<file path="config.mk">
export PLATFORM = sky130hd
export DESIGN_NAME = fetch_stage
export DESIGN_NICKNAME = d
export VERILOG_FILES = /design/src/rtl/fetch_stage_pkg.sv /design/src/rtl/fetch_pipe_reg.sv /design/src/rtl/fetch_stage.sv
export SDC_FILE = /design/constraint.sdc
export NUM_CORES = 1
export LEC_CHECK = 0
export CAP_MARGIN = 10
export CELL_PAD_IN_SITES_DETAIL_PLACEMENT = 1
export CELL_PAD_IN_SITES_GLOBAL_PLACEMENT = 2
export CORE_AREA = 2 2 144 146
export CTS_CLUSTER_SIZE = 40
export DETAILED_ROUTE_END_ITERATION = 7
export DIE_AREA = 0 0 146 148
export PLACE_DENSITY_LB_ADDON = 0.1
export RECOVER_POWER = 50
export SYNTH_ARGS = -nofsm -noshare
export SYNTH_HDL_FRONTEND = slang
export SYNTH_SLANG_ARGS = --single-unit
</file>
<file path="constraint.sdc">
create_clock -name clk -period 6.8 [get_ports clk]
set_clock_uncertainty 0.1 [all_clocks]
set_input_delay 0.68 -clock clk [delete_from_list [all_inputs] [get_ports clk]]
set_output_delay 0.68 -clock clk [all_outputs]
set_load 0.05 [all_outputs]
</file>
<file path="src/rtl/fetch_stage_pkg.sv">
// rtl/fetch_stage_pkg.sv - shared pipeline constants and the IF/ID bundle type
package fetch_stage_pkg;

    localparam int XLEN = 32;
    localparam logic [XLEN-1:0] NOP_INSTR_ENC    = 32'h00000013;
    localparam logic [XLEN-1:0] DEFAULT_RESET_PC = 32'h00000000;

    typedef struct packed {
        logic [XLEN-1:0] instr;
        logic [XLEN-1:0] pc;
        logic [XLEN-1:0] pc_plus4;
        logic            valid;
    } ifid_t;

    // Fetch addresses are always word aligned.
    function automatic logic [XLEN-1:0] align_pc(input logic [XLEN-1:0] addr);
        return addr & ~(XLEN'(3));
    endfunction

endpackage

</file>
<file path="src/rtl/fetch_pipe_reg.sv">
// rtl/fetch_pipe_reg.sv - register with sync reset, sync clear, enable and a clear value
module fetch_pipe_reg #(
    parameter int               WIDTH   = 32,
    parameter logic [WIDTH-1:0] CLR_VAL = '0
) (
    input  logic             clk,
    input  logic             reset,
    input  logic             clear,
    input  logic             en,
    input  logic [WIDTH-1:0] d,
    output logic [WIDTH-1:0] q
);

    // Clear has priority over enable so a flush overrides a stall.
    always_ff @(posedge clk) begin
        if (reset || clear) begin
            q <= CLR_VAL;
        end else if (en) begin
            q <= d;
        end
    end

endmodule

</file>
<file path="src/rtl/fetch_stage.sv">
// rtl/fetch_stage.sv - RISC-V instruction fetch stage with PC and IF/ID register; optional FETCH_PERF_CNT_EN counters
module fetch_stage
    import fetch_stage_pkg::*;
#(
    parameter logic [31:0] RESET_PC  = DEFAULT_RESET_PC,
    parameter logic [31:0] NOP_INSTR = NOP_INSTR_ENC
) (
    input  logic        clk,
    input  logic        reset,
    input  logic        StallF,
    input  logic        StallD,
    input  logic        FlushD,
    input  logic        PCSrcE,
    input  logic [31:0] PCTargetE,
    input  logic [31:0] InstrF,
    output logic [31:0] PCF,
    output logic [31:0] InstrD,
    output logic [31:0] PCD,
    output logic [31:0] PCPlus4D,
    output logic        ValidD
`ifdef FETCH_PERF_CNT_EN
    ,
    output logic [31:0] FetchCnt,
    output logic [31:0] StallCnt,
    output logic [31:0] FlushCnt
`endif
);

    localparam ifid_t IFID_BUBBLE = '{instr: NOP_INSTR, pc: '0, pc_plus4: '0, valid: 1'b0};

    logic [31:0] pc_plus4_f;
    logic [31:0] pc_next;
    logic        pc_en;
    ifid_t       ifid_d;
    ifid_t       ifid_q;

    assign pc_plus4_f = PCF + 32'd4;
    // A redirect must land even while the hazard unit stalls fetch.
    assign pc_next    = PCSrcE ? align_pc(PCTargetE) : pc_plus4_f;
    assign pc_en      = PCSrcE || !StallF;

    fetch_pipe_reg #(
        .WIDTH   (32),
        .CLR_VAL (RESET_PC)
    ) u_pc_reg (
        .clk   (clk),
        .reset (reset),
        .clear (1'b0),
        .en    (pc_en),
        .d     (pc_next),
        .q     (PCF)
    );

    assign ifid_d = '{instr: InstrF, pc: PCF, pc_plus4: pc_plus4_f, valid: 1'b1};

    fetch_pipe_reg #(
        .WIDTH   ($bits(ifid_t)),
        .CLR_VAL (IFID_BUBBLE)
    ) u_ifid_reg (
        .clk   (clk),
        .reset (reset),
        .clear (FlushD),
        .en    (!StallD),
        .d     (ifid_d),
        .q     (ifid_q)
    );

    assign InstrD   = ifid_q.instr;
    assign PCD      = ifid_q.pc;
    assign PCPlus4D = ifid_q.pc_plus4;
    assign ValidD   = ifid_q.valid;

`ifdef FETCH_PERF_CNT_EN
    logic fetch_evt;
    logic stall_evt;

    assign fetch_evt = !FlushD && !StallD;
    assign stall_evt = StallF && !PCSrcE;

    // Saturating counters: they stick at all-ones rather than wrap.
    always_ff @(posedge clk) begin
        if (reset) begin
            FetchCnt <= '0;
            StallCnt <= '0;
            FlushCnt <= '0;
        end else begin
            if (fetch_evt && (FetchCnt != '1)) FetchCnt <= FetchCnt + 32'd1;
            if (stall_evt && (StallCnt != '1)) StallCnt <= StallCnt + 32'd1;
            if (FlushD    && (FlushCnt != '1)) FlushCnt <= FlushCnt + 32'd1;
        end
    end
`endif

endmodule
</file>
### Routing congestion, run 1

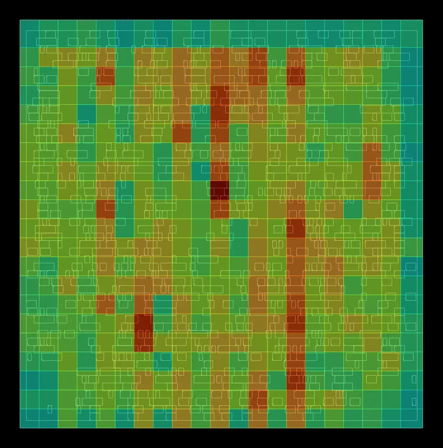
grt met2 use: 30.8%
GR Util met3: 4.91%
utilization after layout: 39.8%
Total Routing Usage GR: 17.1%

### Pin map, run 1

Pins as bars across the die edge, other pins in grey.
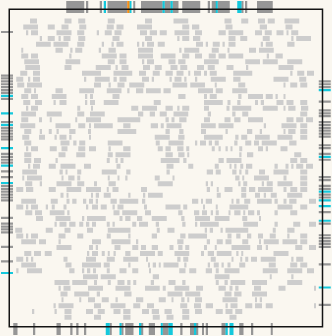
- cyan: `PCPlus4D` (pins 32; direction output; edge 11 bottom, 7 left, 7 right, 7 top)
- orange: `FlushD` (pins 1; direction input; edge top)

==> impl_summary.log, run 1 <==
[report] implementation figures
INFO  metric run_status = finished with violations
INFO  metric violated_checks = max-capacitance violations, max-slew violations
INFO  metric synth.avg_cell_area = 8.86 sq um
INFO  metric p_leak = 3.19 nW
INFO  metric synth_cell_types = 41
INFO  metric htreeDepth = 4
INFO  metric area_growth = 49.4%
INFO  metric drv_cap = 1
INFO  metric buffer_ports.inserted = 190
INFO  metric setup.worst_path.end = u_ifid_reg.q[30]
INFO  metric cts-root-to-sink-buffers = 2
INFO  metric synthesized_cell_area = 5330 sq um
INFO  metric cts_tree = yes
INFO  metric holdCritStartpoint = u_ifid_reg.q[0]
INFO  metric max_slew_margin = -61.0%
INFO  metric share_of_synthesized_cell_area_in_full_adder_half_adder_and_majority_cells = 0.235%
INFO  metric dominant_cells_by_area_after_synthesis = sky130_fd_sc_hd__dfxtp_1, sky130_fd_sc_hd__mux2i_1, sky130_fd_sc_hd__nor2_1, sky130_fd_sc_hd__xor2_1, sky130_fd_sc_hd__a21oi_1
INFO  metric synthCells = 602
INFO  metric antenna_cells = 0
INFO  metric path_type_of_the_worst_setup_path = input port to flip-flop
INFO  metric period_needed = 4.34 ns
INFO  metric min_delay_path_depth = 1
INFO  metric nets = 834
INFO  metric finalNonFillerCells = 1046
INFO  metric grt_setup_unrepaired = false
INFO  metric logic_area = 2610 sq um
INFO  metric floorplan.initialDensity = 26.6%
INFO  metric cp-startpoint = StallD
INFO  metric grt_antenna_before_repair = 0
INFO  metric drv_slew = 35
INFO  metric synthesis.yosys.warnings = 0
INFO  metric cts_setup_buffers = 0
INFO  metric ys_cells = 602
### Signal wires on met3, run 1

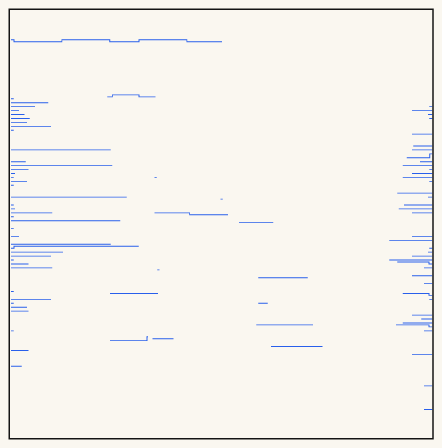
- wire length on this layer: 868 um
- main direction: horizontal
- share of all routed wire: 4.8%

-- run 1: report_power, final --
part	total (mW)	internal [mW]	switching [mW]	leakage [nW]
Sequential	0.788	0.750	0.0382	1.01
Clock	0.921	0.583	0.337	0.290
Combinational	0.305	0.117	0.189	1.90
Total	2.01	1.45	0.564	3.19
-- run 1: area by class of cell --
type / count / share of cell area [%]
Tap cell: 270 / 4.24
Clock buffer: 20 / 5.61
Clock inverter: 12 / 1.85
Timing Repair Buffer: 198 / 24.5
Inverter: 4 / 0.188
Multi-Input combinational cell: 419 / 32.7
Sequential cell: 123 / 30.9
-- run 1: per-layer routing --
metal	track usage, %	wire (um)	up-vias
met1	19.7	7650	2336
met5	0	0	-
li1	-	-	2359
met3	4.91	868	10
met4	4.81	151	0
met2	30.8	9510	99
-- run 1: worst max-delay path: cells and delay by family --
family	cells	cell delay (ns)
AOI/OAI and AO/OA	2	0.44
buffers and inverters	3	3.40
-- run 1: flip-flops by register name, indices dropped and copies added (netlist names) --
name	count
u_ifid_reg.q	93
u_pc_reg.q	30
-- run 1: placed cells by master (no fill, tap or decap), types with 15 or more instances in the layout --
cell,netlist,layout
sky130_fd_sc_hd__a211oi_1,18,18
sky130_fd_sc_hd__a21oi_1,33,33
sky130_fd_sc_hd__clkbuf_16,0,17
sky130_fd_sc_hd__clkdlybuf4s50_1,0,110
sky130_fd_sc_hd__dfxtp_1,123,123
sky130_fd_sc_hd__dlygate4sd3_1,0,79
sky130_fd_sc_hd__mux2i_1,68,68
sky130_fd_sc_hd__nand2_1,28,28
sky130_fd_sc_hd__nor2_1,117,116
sky130_fd_sc_hd__o21ai_0,26,26
sky130_fd_sc_hd__xnor2_1,15,15
sky130_fd_sc_hd__xor2_1,37,37
### Sequential cells grouped by signal name, run 1

Other cells in grey.
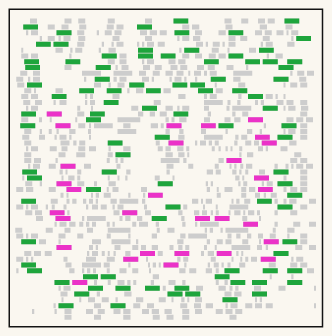

--- run 2 (diff from run 1) ---
--- a/config.mk
+++ b/config.mk
@@ -8,10 +8,10 @@
 export CAP_MARGIN = 10
 export CELL_PAD_IN_SITES_DETAIL_PLACEMENT = 1
 export CELL_PAD_IN_SITES_GLOBAL_PLACEMENT = 2
-export CORE_AREA = 2 2 144 146
+export CORE_AREA = 2 2 156 158
 export CTS_CLUSTER_SIZE = 40
 export DETAILED_ROUTE_END_ITERATION = 7
-export DIE_AREA = 0 0 146 148
+export DIE_AREA = 0 0 158 160
 export PLACE_DENSITY_LB_ADDON = 0.1
 export RECOVER_POWER = 50
 export SYNTH_ARGS = -nofsm -noshare
==> constraint.sdc (replaced) <==
create_clock -name clk -period 3.7 [get_ports clk]
set_clock_uncertainty 0.1 [all_clocks]
set_input_delay 0.37 -clock clk [delete_from_list [all_inputs] [get_ports clk]]
set_output_delay 0.37 -clock clk [all_outputs]
set_load 0.05 [all_outputs]
### Sequential cells grouped by signal name, run 2

Other cells in grey.
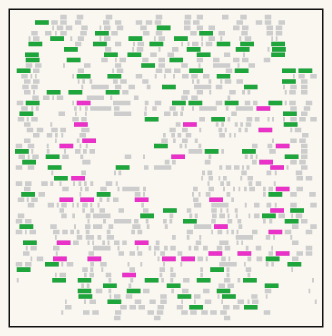
- magenta: `u_pc_reg.q` (placed flops 30)
- green: `u_ifid_reg.q` (placed flops 93; where widely spread)

==> impl_summary.log, run 2 <==
[report] implementation figures
INFO  metric run_status = finished with violations (unchanged)
INFO  metric violated_checks = max-capacitance violations, max-slew violations (unchanged)
INFO  metric ys_cells = 602 (unchanged)
INFO  metric grt_max_degree = 42 (was 64)
INFO  metric synthesized_cell_area = 5330 sq um (unchanged)
INFO  metric detailedRoute.firstPassIterationCount = 4 (was 6)
INFO  metric num_rows = 57 (was 52)
INFO  metric drv_slew = 34 (was 35)
INFO  metric power.sequential.fraction = 39.8% (was 39.1%)
INFO  metric antenna_cells = 0 (unchanged)
INFO  metric power.switching_fraction = 29.6% (was 28.0%)
INFO  metric min_delay_path_depth = 1 (unchanged)
INFO  metric drv_cap = 1 (unchanged)
INFO  metric cellInternalPower = 2.56 mW (was 1.45 mW)
INFO  metric power_frac_comb = 15.8% (was 15.2%)
INFO  metric via_count = 4794 (was 4804)
INFO  metric area_growth = 51.2% (was 49.4%)
INFO  metric floorplan.initialDensity = 22.4% (was 26.6%)
INFO  metric buffer_ports.inserted = 190 (unchanged)
INFO  metric max_ffs_per_register = 93 (unchanged)
INFO  metric grt_setup_unrepaired = false (unchanged)
INFO  metric synthesis.yosys.warnings = 0 (unchanged)
INFO  metric p_leak = 3.10 nW (was 3.19 nW)
INFO  metric post-route-cell-area = 8070 sq um (was 7970 sq um)
INFO  metric grtUsageTotal = 15.4% (was 17.1%)
INFO  metric grt_antenna_before_repair = 1 (was 0)
INFO  metric lay_top_cells = sky130_fd_sc_hd__clkdlybuf4s50_1, sky130_fd_sc_hd__dfxtp_1, sky130_fd_sc_hd__nor2_1 (was sky130_fd_sc_hd__dfxtp_1, sky130_fd_sc_hd__nor2_1, sky130_fd_sc_hd__clkdlybuf4s50_1)
INFO  metric power_frac_clock = 44.4% (was 45.7%)
INFO  metric period_needed = 2.89 ns
INFO  metric synth_cell_types = 41 (unchanged)
INFO  metric nets = 841 (was 834)
INFO  metric share_of_synthesized_cell_area_in_full_adder_half_adder_and_majority_cells = 0.235% (unchanged)
INFO  metric path_type_of_the_worst_setup_path = input port to flip-flop (unchanged)
INFO  metric cts-root-to-sink-buffers = 2 (unchanged)
INFO  metric largest_registers = u_ifid_reg.q: 93 flops, u_pc_reg.q: 30 flops (unchanged)
INFO  metric placement.cell_area = 7520 sq um (was 7380 sq um)
INFO  metric layout.cells.most_common = sky130_fd_sc_hd__clkdlybuf4s50_1 (was sky130_fd_sc_hd__dfxtp_1)
INFO  metric dominant_cells_by_area_after_synthesis = sky130_fd_sc_hd__dfxtp_1, sky130_fd_sc_hd__mux2i_1, sky130_fd_sc_hd__nor2_1, sky130_fd_sc_hd__xor2_1, sky130_fd_sc_hd__a21oi_1 (unchanged)
INFO  metric net-switching-power = 1.08 mW (was 0.564 mW)
INFO  metric htreeDepth = 4 (unchanged)
INFO  metric cts-resized-gates = 0 (unchanged)
INFO  metric synth.avg_cell_area = 8.86 sq um (unchanged)
INFO  metric cts_tree = yes (unchanged)
INFO  metric registers.top_by_ff_count = u_ifid_reg.q (unchanged)
INFO  metric cts_setup_buffers = 0 (unchanged)
run 2: cell counts after synthesis:
Identical to the previous run, type by type.
run 2: metrics by stage:
step           instances  hold WS [ns]  total power, mW
3_3_place_gp        1075         0.339             2.06
4_1_cts             1106         0.367             3.72
2_1_floorplan        607         0.395             1.83
5_1_grt             1106         0.378             3.82
3_5_place_dp        1075         0.355             2.07
6_report            1106         0.358             3.64
run 2: metal layers:
metal	up-vias	routed length, um	GRT usage, %
li1	2380	-	-
met1	2290	8360	18.5
met2	109	9620	26.9
met3	13	864	3.96
met4	2	155	4.05
met5	-	13	0
run 2: path summary, 6_finish.rpt:
check / start / end
worst min register to register: u_ifid_reg.q[0] / u_ifid_reg.q[0]
worst max-delay path: reset / u_ifid_reg.q[30]
worst min-delay path: u_ifid_reg.q[0] / u_ifid_reg.q[0]
worst max register to register: u_pc_reg.q[2] / u_pc_reg.q[25]
run 2: area by class of cell:
cell class / count / area [sq um] / area share, %
flip-flops and latches: 123 / 2460 / 30.5
clock buffers: 19 / 453 / 5.62
multi-input cells: 419 / 2610 / 32.3
well taps: 324 / 405 / 5.03
repair buffers: 205 / 2010 / 24.9
inverters: 4 / 15.0 / 0.186
clock inverters: 12 / 114 / 1.41
run 2: power by group through the flow:
stage	registers, mW	logic, mW	clock network [mW]
floorplan	1.62	0.207	0
global placement	1.48	0.578	0
detailed placement	1.48	0.585	0
CTS	1.45	0.587	1.68
global route	1.46	0.611	1.74
finish	1.45	0.574	1.62
run 2: critical path, stage by stage:
cell and delay [ns]:
sky130_fd_sc_hd__dlygate4sd3_1 0.55, sky130_fd_sc_hd__clkbuf_1 1.37, sky130_fd_sc_hd__nor2_2 -0.02, sky130_fd_sc_hd__clkbuf_2 0.46, sky130_fd_sc_hd__o21ai_0 0.18, sky130_fd_sc_hd__o21ba_2 0.18
Power and IR drop assume default switching activity.
